<file path="config.mk">
export PLATFORM = sky130hd
export DESIGN_NAME = multicycle_ctrl_flat
export DESIGN_NICKNAME = d
export VERILOG_FILES = /design/src/rtl/multicycle_ctrl_pkg.sv /design/src/rtl/multicycle_ctrl_if.sv /design/src/rtl/multicycle_ctrl_alu_decoder.sv /design/src/rtl/multicycle_ctrl.sv /design/src/flat_wrapper.sv
export SDC_FILE = /design/constraint.sdc
export NUM_CORES = 1
export LEC_CHECK = 0
export CAP_MARGIN = 20
export CELL_PAD_IN_SITES_DETAIL_PLACEMENT = 1
export CELL_PAD_IN_SITES_GLOBAL_PLACEMENT = 1
export CORE_MARGIN = 3
export CORE_UTILIZATION = 38
export CTS_BUF_LIST = sky130_fd_sc_hd__clkbuf_2
export DETAILED_ROUTE_END_ITERATION = 10
export GPL_ROUTABILITY_DRIVEN = 0
export GPL_TIMING_DRIVEN = 0
export PLACE_DENSITY = 0.95
export RECOVER_POWER = 100
export SYNTH_ARGS = -nofsm -noshare
export SYNTH_HDL_FRONTEND = slang
export SYNTH_SLANG_ARGS = --single-unit
</file>
<file path="constraint.sdc">
create_clock -name clk -period 3.85 [get_ports clk]
set_clock_uncertainty 0.05 [all_clocks]
set_input_delay 0.385 -clock clk [delete_from_list [all_inputs] [get_ports clk]]
set_output_delay 0.385 -clock clk [all_outputs]
set_load 0.05 [all_outputs]
</file>
<file path="src/rtl/multicycle_ctrl_pkg.sv">
// Shared encodings for the multicycle controller: FSM states, opcodes, functs, datapath selects.
// MC_JUMP_EN adds the JUMP state.
package mc_pkg;

  typedef enum logic [3:0] {
    S_FETCH  = 4'd0,
    S_DECODE = 4'd1,
    S_MEMADR = 4'd2,
    S_MEMRD  = 4'd3,
    S_MEMWB  = 4'd4,
    S_MEMWR  = 4'd5,
    S_EXEC   = 4'd6,
    S_ALUWB  = 4'd7,
    S_BRANCH = 4'd8,
    S_ADDIEX = 4'd9,
    S_ADDIWB = 4'd10
`ifdef MC_JUMP_EN
    ,
    S_JUMP   = 4'd11
`endif
  } state_t;

  localparam logic [5:0] OP_RTYPE = 6'b000000;
  localparam logic [5:0] OP_LW    = 6'b100011;
  localparam logic [5:0] OP_SW    = 6'b101011;
  localparam logic [5:0] OP_BEQ   = 6'b000100;
  localparam logic [5:0] OP_ADDI  = 6'b001000;
  localparam logic [5:0] OP_J     = 6'b000010;

  localparam logic [5:0] FN_ADD = 6'b100000;
  localparam logic [5:0] FN_SUB = 6'b100010;
  localparam logic [5:0] FN_AND = 6'b100100;
  localparam logic [5:0] FN_OR  = 6'b100101;
  localparam logic [5:0] FN_SLT = 6'b101010;

  localparam logic [2:0] ALU_ADD = 3'b010;
  localparam logic [2:0] ALU_SUB = 3'b110;
  localparam logic [2:0] ALU_AND = 3'b000;
  localparam logic [2:0] ALU_OR  = 3'b001;
  localparam logic [2:0] ALU_SLT = 3'b111;

  localparam logic [1:0] PC_ALU    = 2'b00;
  localparam logic [1:0] PC_ALUOUT = 2'b01;
  localparam logic [1:0] PC_JUMP   = 2'b10;

  localparam logic [1:0] SRCB_REG    = 2'b00;
  localparam logic [1:0] SRCB_FOUR   = 2'b01;
  localparam logic [1:0] SRCB_IMM    = 2'b10;
  localparam logic [1:0] SRCB_IMM_SH = 2'b11;

endpackage

</file>
<file path="src/rtl/multicycle_ctrl_if.sv">
// Controller <-> datapath bundle: decode inputs from IR/ALU/memory, strobes and selects back.
interface multicycle_ctrl_if;
  logic [5:0] opcode;
  logic [5:0] funct;
  logic       zero;
  logic       mem_ready;
  logic       pc_write;
  logic       ir_write;
  logic       iord;
  logic       mem_read;
  logic       mem_write;
  logic       mem_to_reg;
  logic       reg_dst;
  logic       reg_write;
  logic       alu_src_a;
  logic [1:0] pc_src;
  logic [1:0] alu_src_b;
  logic [2:0] alu_ctrl;

  modport master (
    input  opcode, funct, zero, mem_ready,
    output pc_write, ir_write, iord, mem_read, mem_write, mem_to_reg,
           reg_dst, reg_write, alu_src_a, pc_src, alu_src_b, alu_ctrl
  );

  modport slave (
    output opcode, funct, zero, mem_ready,
    input  pc_write, ir_write, iord, mem_read, mem_write, mem_to_reg,
           reg_dst, reg_write, alu_src_a, pc_src, alu_src_b, alu_ctrl
  );
endinterface

</file>
<file path="src/rtl/multicycle_ctrl_alu_decoder.sv">
// R-type funct field to ALU operation; unknown functs flag funct_illegal and select and (000).
module alu_decoder
  import mc_pkg::*;
(
  input  logic [5:0] funct,
  output logic [2:0] alu_ctrl,
  output logic       funct_illegal
);

  always_comb begin
    alu_ctrl      = ALU_AND;
    funct_illegal = 1'b0;
    case (funct)
      FN_ADD:  alu_ctrl = ALU_ADD;
      FN_SUB:  alu_ctrl = ALU_SUB;
      FN_AND:  alu_ctrl = ALU_AND;
      FN_OR:   alu_ctrl = ALU_OR;
      FN_SLT:  alu_ctrl = ALU_SLT;
      default: funct_illegal = 1'b1;
    endcase
  end

endmodule

</file>
<file path="src/rtl/multicycle_ctrl.sv">
// Multicycle MIPS-subset control FSM with retired-instruction counter.
// Define MC_JUMP_EN to decode opcode 000010 as j; otherwise it is illegal.
module multicycle_ctrl
  import mc_pkg::*;
#(
  parameter int unsigned CNT_W = 32
) (
  input  logic                  clk,
  input  logic                  rst,
  multicycle_ctrl_if.master     bus,
  output logic                  illegal,
  output logic [3:0]            state,
  output logic [CNT_W-1:0]      retired
);

  state_t     cur;
  state_t     nxt;
  logic       retire;
  logic [2:0] fn_ctrl;
  logic       fn_illegal;

  alu_decoder u_alu_decoder (
    .funct        (bus.funct),
    .alu_ctrl     (fn_ctrl),
    .funct_illegal(fn_illegal)
  );

  always_ff @(posedge clk or negedge rst) begin
    if (!rst) begin
      cur     <= S_FETCH;
      retired <= '0;
    end else begin
      cur <= nxt;
      if (retire) retired <= retired + CNT_W'(1);
    end
  end

  assign state = cur;

  // Outputs decode only while out of reset so every strobe drops as soon as rst falls.
  always_comb begin
    nxt            = cur;
    retire         = 1'b0;
    illegal        = 1'b0;
    bus.pc_write   = 1'b0;
    bus.ir_write   = 1'b0;
    bus.iord       = 1'b0;
    bus.mem_read   = 1'b0;
    bus.mem_write  = 1'b0;
    bus.mem_to_reg = 1'b0;
    bus.reg_dst    = 1'b0;
    bus.reg_write  = 1'b0;
    bus.alu_src_a  = 1'b0;
    bus.pc_src     = PC_ALU;
    bus.alu_src_b  = SRCB_REG;
    bus.alu_ctrl   = ALU_AND;
    if (rst) begin
      case (cur)
        S_FETCH: begin
          bus.mem_read  = 1'b1;
          bus.alu_src_b = SRCB_FOUR;
          bus.alu_ctrl  = ALU_ADD;
          if (bus.mem_ready) begin
            bus.ir_write = 1'b1;
            bus.pc_write = 1'b1;
            nxt          = S_DECODE;
          end
        end
        S_DECODE: begin
          bus.alu_src_b = SRCB_IMM_SH;
          bus.alu_ctrl  = ALU_ADD;
          case (bus.opcode)
            OP_LW, OP_SW: nxt = S_MEMADR;
            OP_RTYPE:     nxt = S_EXEC;
            OP_BEQ:       nxt = S_BRANCH;
            OP_ADDI:      nxt = S_ADDIEX;
`ifdef MC_JUMP_EN
            OP_J:         nxt = S_JUMP;
`endif
            default: begin
              nxt     = S_FETCH;
              illegal = 1'b1;
            end
          endcase
        end
        S_MEMADR: begin
          bus.alu_src_a = 1'b1;
          bus.alu_src_b = SRCB_IMM;
          bus.alu_ctrl  = ALU_ADD;
          nxt           = (bus.opcode == OP_SW) ? S_MEMWR : S_MEMRD;
        end
        S_MEMRD: begin
          bus.iord     = 1'b1;
          bus.mem_read = 1'b1;
          if (bus.mem_ready) nxt = S_MEMWB;
        end
        S_MEMWR: begin
          bus.iord      = 1'b1;
          bus.mem_write = 1'b1;
          if (bus.mem_ready) begin
            nxt    = S_FETCH;
            retire = 1'b1;
          end
        end
        S_MEMWB: begin
          bus.mem_to_reg = 1'b1;
          bus.reg_write  = 1'b1;
          nxt            = S_FETCH;
          retire         = 1'b1;
        end
        S_EXEC: begin
          bus.alu_src_a = 1'b1;
          bus.alu_ctrl  = fn_ctrl;
          if (fn_illegal) begin
            illegal = 1'b1;
            nxt     = S_FETCH;
          end else begin
            nxt = S_ALUWB;
          end
        end
        S_ALUWB: begin
          bus.reg_dst   = 1'b1;
          bus.reg_write = 1'b1;
          nxt           = S_FETCH;
          retire        = 1'b1;
        end
        S_BRANCH: begin
          bus.alu_src_a = 1'b1;
          bus.alu_ctrl  = ALU_SUB;
          bus.pc_src    = PC_ALUOUT;
          bus.pc_write  = bus.zero;
          nxt           = S_FETCH;
          retire        = 1'b1;
        end
        S_ADDIEX: begin
          bus.alu_src_a = 1'b1;
          bus.alu_src_b = SRCB_IMM;
          bus.alu_ctrl  = ALU_ADD;
          nxt           = S_ADDIWB;
        end
        S_ADDIWB: begin
          bus.reg_write = 1'b1;
          nxt           = S_FETCH;
          retire        = 1'b1;
        end
`ifdef MC_JUMP_EN
        S_JUMP: begin
          bus.pc_src   = PC_JUMP;
          bus.pc_write = 1'b1;
          nxt          = S_FETCH;
          retire       = 1'b1;
        end
`endif
        default: nxt = S_FETCH;
      endcase
    end
  end

endmodule
</file>
<file path="src/flat_wrapper.sv">
// flat-port wrapper written by rule: the top's interface ports become plain ports
module multicycle_ctrl_flat import mc_pkg::*;
#(
  parameter int unsigned CNT_W = 32
)
  (clk, rst, illegal, state, retired, bus_opcode, bus_funct, bus_zero, bus_mem_ready, bus_pc_write, bus_ir_write, bus_iord, bus_mem_read, bus_mem_write, bus_mem_to_reg, bus_reg_dst, bus_reg_write, bus_alu_src_a, bus_pc_src, bus_alu_src_b, bus_alu_ctrl);
  multicycle_ctrl_if bus_i ();
  input  logic clk;
  input  logic rst;
  output logic illegal;
  output logic [3:0] state;
  output logic [CNT_W-1:0] retired;
  input wire logic [$bits(bus_i.opcode)-1:0] bus_opcode;
  input wire logic [$bits(bus_i.funct)-1:0] bus_funct;
  input wire logic [$bits(bus_i.zero)-1:0] bus_zero;
  input wire logic [$bits(bus_i.mem_ready)-1:0] bus_mem_ready;
  output wire logic [$bits(bus_i.pc_write)-1:0] bus_pc_write;
  output wire logic [$bits(bus_i.ir_write)-1:0] bus_ir_write;
  output wire logic [$bits(bus_i.iord)-1:0] bus_iord;
  output wire logic [$bits(bus_i.mem_read)-1:0] bus_mem_read;
  output wire logic [$bits(bus_i.mem_write)-1:0] bus_mem_write;
  output wire logic [$bits(bus_i.mem_to_reg)-1:0] bus_mem_to_reg;
  output wire logic [$bits(bus_i.reg_dst)-1:0] bus_reg_dst;
  output wire logic [$bits(bus_i.reg_write)-1:0] bus_reg_write;
  output wire logic [$bits(bus_i.alu_src_a)-1:0] bus_alu_src_a;
  output wire logic [$bits(bus_i.pc_src)-1:0] bus_pc_src;
  output wire logic [$bits(bus_i.alu_src_b)-1:0] bus_alu_src_b;
  output wire logic [$bits(bus_i.alu_ctrl)-1:0] bus_alu_ctrl;
  assign bus_i.opcode = bus_opcode;
  assign bus_i.funct = bus_funct;
  assign bus_i.zero = bus_zero;
  assign bus_i.mem_ready = bus_mem_ready;
  assign bus_pc_write = bus_i.pc_write;
  assign bus_ir_write = bus_i.ir_write;
  assign bus_iord = bus_i.iord;
  assign bus_mem_read = bus_i.mem_read;
  assign bus_mem_write = bus_i.mem_write;
  assign bus_mem_to_reg = bus_i.mem_to_reg;
  assign bus_reg_dst = bus_i.reg_dst;
  assign bus_reg_write = bus_i.reg_write;
  assign bus_alu_src_a = bus_i.alu_src_a;
  assign bus_pc_src = bus_i.pc_src;
  assign bus_alu_src_b = bus_i.alu_src_b;
  assign bus_alu_ctrl = bus_i.alu_ctrl;
  multicycle_ctrl #(.CNT_W(CNT_W)) u_core (.clk(clk), .rst(rst), .bus(bus_i), .illegal(illegal), .state(state), .retired(retired));
endmodule
</file>
run_1/congestion_map.png
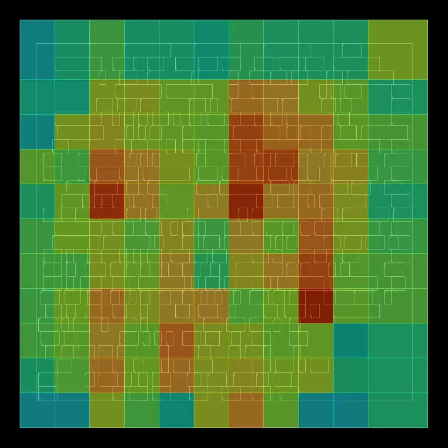
WL/cell: 15.75 microns
Final Util: 54.56%
met1 Usage GRT: 23.51%

run_1/route_heat.png
Drawn at 4 px/micron. 16 x 16 tiles, from white (low) to dark blue (high), scaled to the fullest tile. Values are wire area over tile area, all layers added.
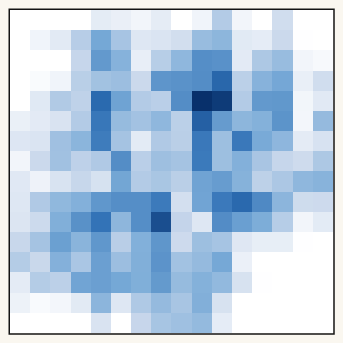
tiles over half the peak	20%
mean over tiles	0.14
nearly empty tiles	16%
densest ninth of the die	middle
fullest tile	0.45
emptiest ninth of the die	bottom right

run_1/gates.png
Drawn at 4 px/micron.
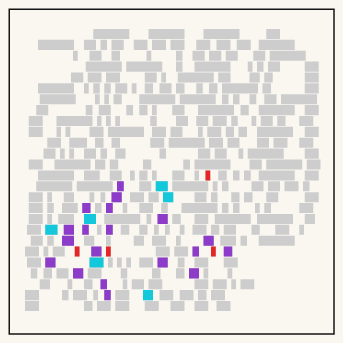
family	colour	cells
inv cells	red	4
non-inverting ao/oa cells	cyan	6
aoi and oai cells	purple	19

run_1/port_trees.png
Drawn at 6 px/micron.
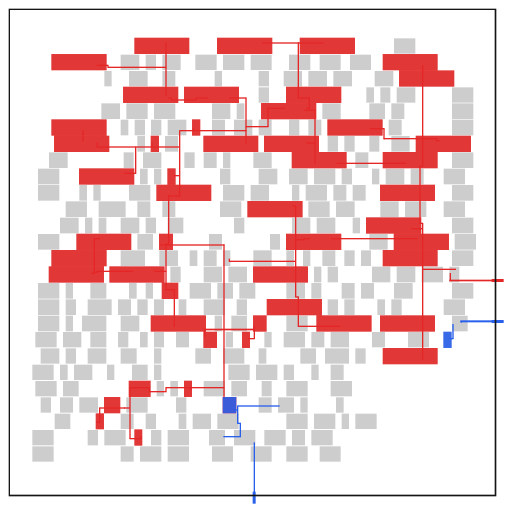
port	colour	bits	direction	edge	end cells	buffers	wire
rst	red	1	input	right	50	2	402 microns
bus_pc_src	blue	2	output	1 bottom, 1 right	2	2	32.3 microns

==> results.tsv, run 1 <==
metric	value	unit
status	complete, no violations	
ios	69	
p_seq	0.464	mW
num_rows	26	
syn_avg_cell_area	9.490	sq um
ys.flop_type	dfrtp_1	
reg2reg_from	u_core.state[2]$_DFFE_PN0P_	
fin_nets	315	
ys.flops	36	
cp-end-kind	primary output	
antenna_cells	0	
clockPowerShare	13.1	%
final_cell_area	2875	sq um
syn_nets	241	
clk_pin_slew_worst_paths	200	ps
htreeDepth	2	
ys_chip_area	2126	sq um
syn_inst	224	
period_minus_slack	3499	ps
cts.sinks	36	
top_cell	dfrtp_1	
die_h	80.80	microns
crit_cells	6	
die_w	80.80	microns
fp_util	40.34	%
worst-slew-pin-transition	901.9	ps
power_per_cell_area	465.9	nW/um^2
edf_count	0	
postRouteAntennaNets	0	
setup_viol	0	
postCtsSetupBuffers	0	
max_stage_delay	890	ps
synth-async-reset-ratio	100.0	%
warning_count	26	
max_cap_violations	0	
-- run 1: routing by layer --
| metal | part of all wire, % | GRT usage [%] | up-vias |
|---|---|---|---|
| met5 | 0 | 0 | - |
| met1 | 44 | 23.51 | 977 |
| met4 | 1.2 | 5.912 | 0 |
| met3 | 2.8 | 3.104 | 7 |
| met2 | 52 | 33.86 | 40 |
| li1 | - | - | 934 |
-- run 1: layout make-up --
type	count	area [sq um]	share of cell area (%)
Buffer	11	60.06	2.089
Clock buffer	6	30.03	1.044
Clock inverter	2	11.26	0.3916
Inverter	4	15.01	0.5222
Multi-Input combinational cell	173	1105	38.42
Sequential cell	36	900.9	31.33
Tap cell	70	87.58	3.046
Timing Repair Buffer	67	665.6	23.15
-- run 1: worst reg2reg max path, delay by kind of cell (launching register included) --
| family | cells | cell delay, ps |
|---|---|---|
| AOI/OAI and AO/OA | 1 | 340 |
| DFF | 1 | 490 |
| xor gates and xnor gates | 1 | 190 |
| and+or+nand+nor | 3 | 990 |
-- run 1: worst min-delay path by stage --
| stage | to | from | depth (start not counted) | slack (ps) |
|---|---|---|---|---|
| finish | u_core.retired[21]$_DFFE_PN0P_ | rst | 1 | 30 |
| global route | u_core.retired[31]$_DFFE_PN0P_ | rst | 1 | 70 |
| CTS | u_core.retired[31]$_DFFE_PN0P_ | rst | 1 | 50 |
| detailed placement | u_core.retired[31]$_DFFE_PN0P_ | u_core.retired[31]$_DFFE_PN0P_ | 1 | 420 |
| global placement | u_core.retired[31]$_DFFE_PN0P_ | u_core.retired[31]$_DFFE_PN0P_ | 1 | 410 |
| floorplan | u_core.retired[0]$_DFFE_PN0P_ | rst | 0 | 40 |
-- run 1: sequential cells by signal, summed over array words and instances, names as in the netlist --
name	flops
u_core.state	4
u_core.retired	32
==> run 2, diff against run 1 <==
--- a/config.mk
+++ b/config.mk
@@ -5,6 +5,7 @@
 export SDC_FILE = /design/constraint.sdc
 export NUM_CORES = 1
 export LEC_CHECK = 0
+export ABC_CLOCK_PERIOD_IN_PS = 3850
 export CAP_MARGIN = 20
 export CELL_PAD_IN_SITES_DETAIL_PLACEMENT = 1
 export CELL_PAD_IN_SITES_GLOBAL_PLACEMENT = 1
run_2/route_heat.png
Drawn at 4 px/micron. 16 x 16 tiles, from white (low) to dark blue (high), scaled to the fullest tile. Values are wire area over tile area, all layers added.
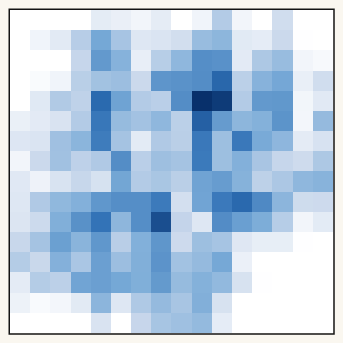
mean over tiles	0.14
fullest tile	0.45
tiles over half the peak	20%
densest ninth of the die	middle
emptiest ninth of the die	bottom right
nearly empty tiles	16%

==> results.tsv, run 2 <==
metric	value	unit
post-route-util	54.56	%
clk_pin_slew_worst_paths	200	ps
ys_sh_aoi	8.240	%
fp_util	40.34	%
postCtsSetupBuffers	0	
top_register	u_core.retired	
largest_reg_flops	32	
num_rows	26	
clockPowerShare	13.1	%
syn_inst	224	
ios	69	
fin_nets	315	
warning_count	26	
edf_count	0	
die_h	80.80	microns
die_w	80.80	microns
ys.flop_type	dfrtp_1	
routedWlPerCell	15.75	microns
ys_chip_area	2126	sq um
top_cell	dfrtp_1	
antenna_cells	0	
htreeDepth	2	
cp-end-kind	primary output	
status	complete, no violations	
ys.flops	36	
synth-async-reset-ratio	100.0	%
worst-slew-pin-transition	901.9	ps
syn_avg_cell_area	9.490	sq um
setup_viol	0	
period_minus_slack	3499	ps
max_cap_violations	0	
reg2reg_from	u_core.state[2]$_DFFE_PN0P_	
max_stage_delay	890	ps
postRouteAntennaNets	0	
power_per_cell_area	465.9	nW/um^2
run_2/gates.png
Drawn at 4 px/micron.
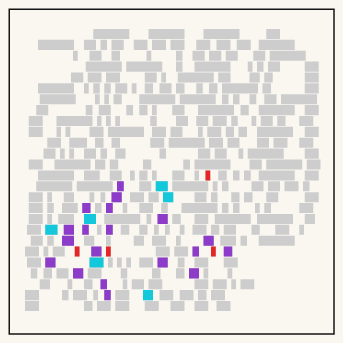
family	colour	cells
inv cells	red	4
non-inverting ao/oa cells	cyan	6
aoi and oai cells	purple	19

==> run 2: cell counts after synthesis <==
Identical to the previous run, type by type.
==> run 2: power by group through the flow <==
stage / Clock [mW] / Combinational (mW) / Sequential (mW)
2_1_floorplan: 0 / 0.376 / 0.590
3_3_place_gp: 0 / 0.724 / 0.471
3_5_place_dp: 0 / 0.738 / 0.473
4_1_cts: 0.180 / 0.739 / 0.467
5_1_grt: 0.197 / 0.752 / 0.475
6_report: 0.176 / 0.699 / 0.464
==> run 2: area by class of cell <==
class	instances	area, sq um	area share, %
repair buffers	67	665.6	23.15
plain buffers	11	60.06	2.089
flip-flops and latches	36	900.9	31.33
clock inverters	2	11.26	0.3916
well taps	70	87.58	3.046
multi-input cells	173	1105	38.42
clock buffers	6	30.03	1.044
inverters	4	15.01	0.5222
==> run 2: critical path, delay by kind of cell <==
| family | cells | cell delay [ps] |
|---|---|---|
| buf+inv | 3 | 1960 |
| simple gates | 2 | 570 |
| compound gates | 1 | 140 |
==> run 2: how the worst max path moves through the flow <==
| stage | start | to | depth (start not counted) |
|---|---|---|---|
| after detailed placement | rst | bus_alu_ctrl[2] | 6 |
| after floorplan | u_core.state[2]$_DFFE_PN0P_ | bus_pc_write | 5 |
| final | rst | bus_alu_ctrl[2] | 6 |
| after global routing | rst | bus_alu_ctrl[2] | 6 |
| after CTS | rst | bus_alu_ctrl[2] | 6 |
| after global placement | rst | bus_alu_ctrl[2] | 6 |
==> run 2: routing by layer <==
layer / wire, microns / track usage, %
met4: 72 / 5.912
met1: 2556 / 23.51
met5: 0 / 0
met2: 3017 / 33.86
met3: 164 / 3.104
run_2/port_trees.png
Drawn at 6 px/micron.
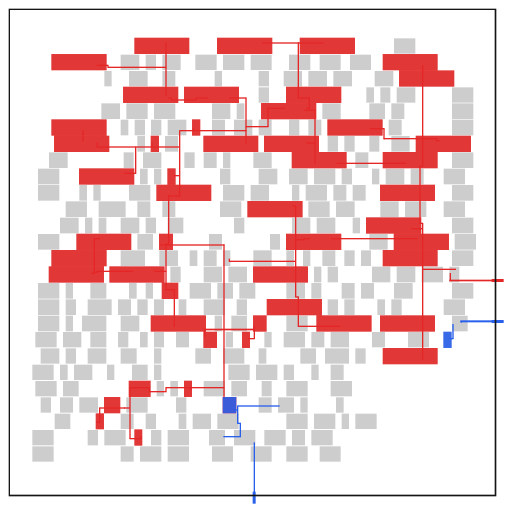

==> run 3, diff against run 2 <==
--- a/config.mk
+++ b/config.mk
@@ -10,13 +10,15 @@
 export CELL_PAD_IN_SITES_DETAIL_PLACEMENT = 1
 export CELL_PAD_IN_SITES_GLOBAL_PLACEMENT = 1
 export CORE_MARGIN = 3
-export CORE_UTILIZATION = 38
+export CORE_UTILIZATION = 52
 export CTS_BUF_LIST = sky130_fd_sc_hd__clkbuf_2
 export DETAILED_ROUTE_END_ITERATION = 10
+export DONT_BUFFER_PORTS = 1
 export GPL_ROUTABILITY_DRIVEN = 0
 export GPL_TIMING_DRIVEN = 0
 export PLACE_DENSITY = 0.95
 export RECOVER_POWER = 100
+export SKIP_LAST_GASP = 1
 export SYNTH_ARGS = -nofsm -noshare
 export SYNTH_HDL_FRONTEND = slang
 export SYNTH_SLANG_ARGS = --single-unit
run_3/port_trees.png
Drawn at 6 px/micron.
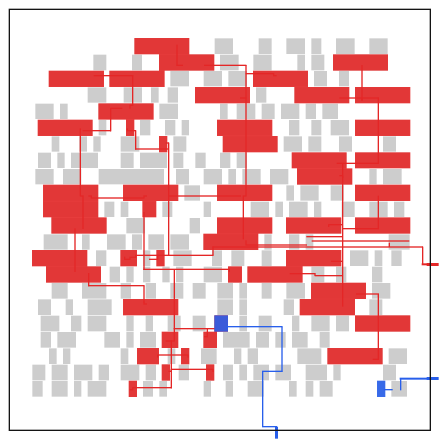
port	colour	bits	direction	edge	end cells	buffers	wire
bus_pc_src	blue	2	output	1 bottom, 1 right	2	1	39.5 microns
rst	red	1	input	right	50	3	422 microns
Boundary Pins: 69
port buffer count: 0

==> results.tsv, run 3 <==
metric	value	unit
status	finished, violations left	
violations	capacitance limit, slew limit	
period_minus_slack	3422	ps
top_power_group	sequential cells	
fp_util	55.96	%
ys.flops	36	
p_seq	0.598	mW
num_rows	22	
largest_class	logic gates	
die_w	69.94	microns
warning_count	26	
syn_avg_cell_area	9.490	sq um
top_cell	dfrtp_1	
antenna_cells	0	
sh_seq_area	40.20	%
pg_comb	0.446	mW
top_register	u_core.retired	
htreeDepth	2	
fin_nets	254	
inverters	4	
cp-end-kind	primary output	
slew_violations	39	
worst-slew-pin-transition	1931	ps
n_all_buffers	17	
worstSetupStartpoint	u_core.state[3]$_DFFE_PN0P_	
comb_area_share	49.58	%
flop_area	900.9	sq um
max_cap_violations	3	
power_per_cell_area	570.9	nW/um^2
hp-start	rst	
clk_share	2.903	%
run_3/clock_wires.png
Drawn at 6 px/micron.
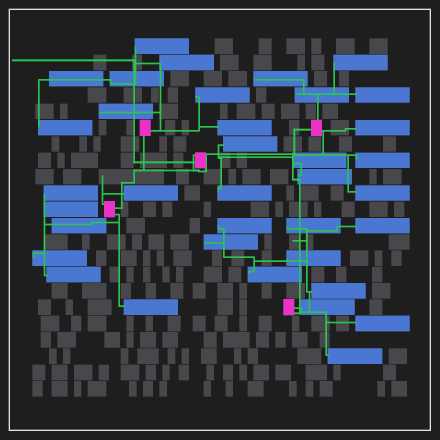
[flip-flops] blue | count: 36
[clock wires] green | length: 432 microns
[clock-net drivers] magenta | count: 5
routed clock nets	6
Clock Power Share: 18.4%
clock network power: 0.236 mW
clk_lat worst skew: 380 ps

## run 3: cell counts after synthesis
Identical to the previous run, type by type.
## run 3: stage by stage
step	area, sq um	utilization [%]
2_1_floorplan	2126	-
4_1_cts	2323	61.17
6_report	2241	58.99
3_3_place_gp	2186	57.54
5_1_grt	2241	58.99
3_5_place_dp	2228	58.66
## run 3: logic make-up (layout without fill, tap and decap cells)
logic type | Yosys count | in the layout | share of synthesized area (%)
compound gates | 25 | 25 | 8.240
xor+xnor | 34 | 34 | 14.01
fa+ha+maj | 1 | 1 | 0.5885
buf+inv | 15 | 29 | 4.237
flops | 36 | 36 | 42.38
mux | 3 | 3 | 1.589
other cells | 1 | 1 | 0.1764
simple gates | 109 | 109 | 28.78
## run 3: path summary, 6_finish.rpt
path | to | slack (ps) | cells past startpoint
max | bus_alu_src_a | 430 | 4
min | u_core.retired[0]$_DFFE_PN0P_ | 200 | 2
min in group asynchronous | u_core.retired[27]$_DFFE_PN0P_ | 1020 | 2
max in group asynchronous | u_core.state[3]$_DFFE_PN0P_ | 1630 | 2
max reg2reg | u_core.retired[31]$_DFFE_PN0P_ | 1130 | 6
min reg2reg | u_core.retired[1]$_DFFE_PN0P_ | 800 | 2
## run 3: timing repair
item                                   CTS  global route
endpoints found under the hold margin   36             0
hold buffers                             2             0
buffers inserted                         0             0
## run 3: worst max-delay path, cell delays in order (launching register included)
cell and delay, ps:
dfrtp_1 720, clkbuf_1 390, nor2b_1 230, nand2b_1 80, a21boi_0 1200
## run 3: metal layers
layer | global-route usage, % | vias to the layer above | share of wire, %
li1 | - | 813 | -
met1 | 28.72 | 867 | 41
met2 | 43.02 | 38 | 52
met3 | 6.906 | 6 | 5.4
met4 | 6.383 | 0 | 0.77
met5 | 0 | - | 0
No activity file was given, so power comes from the tool's default toggle rates.
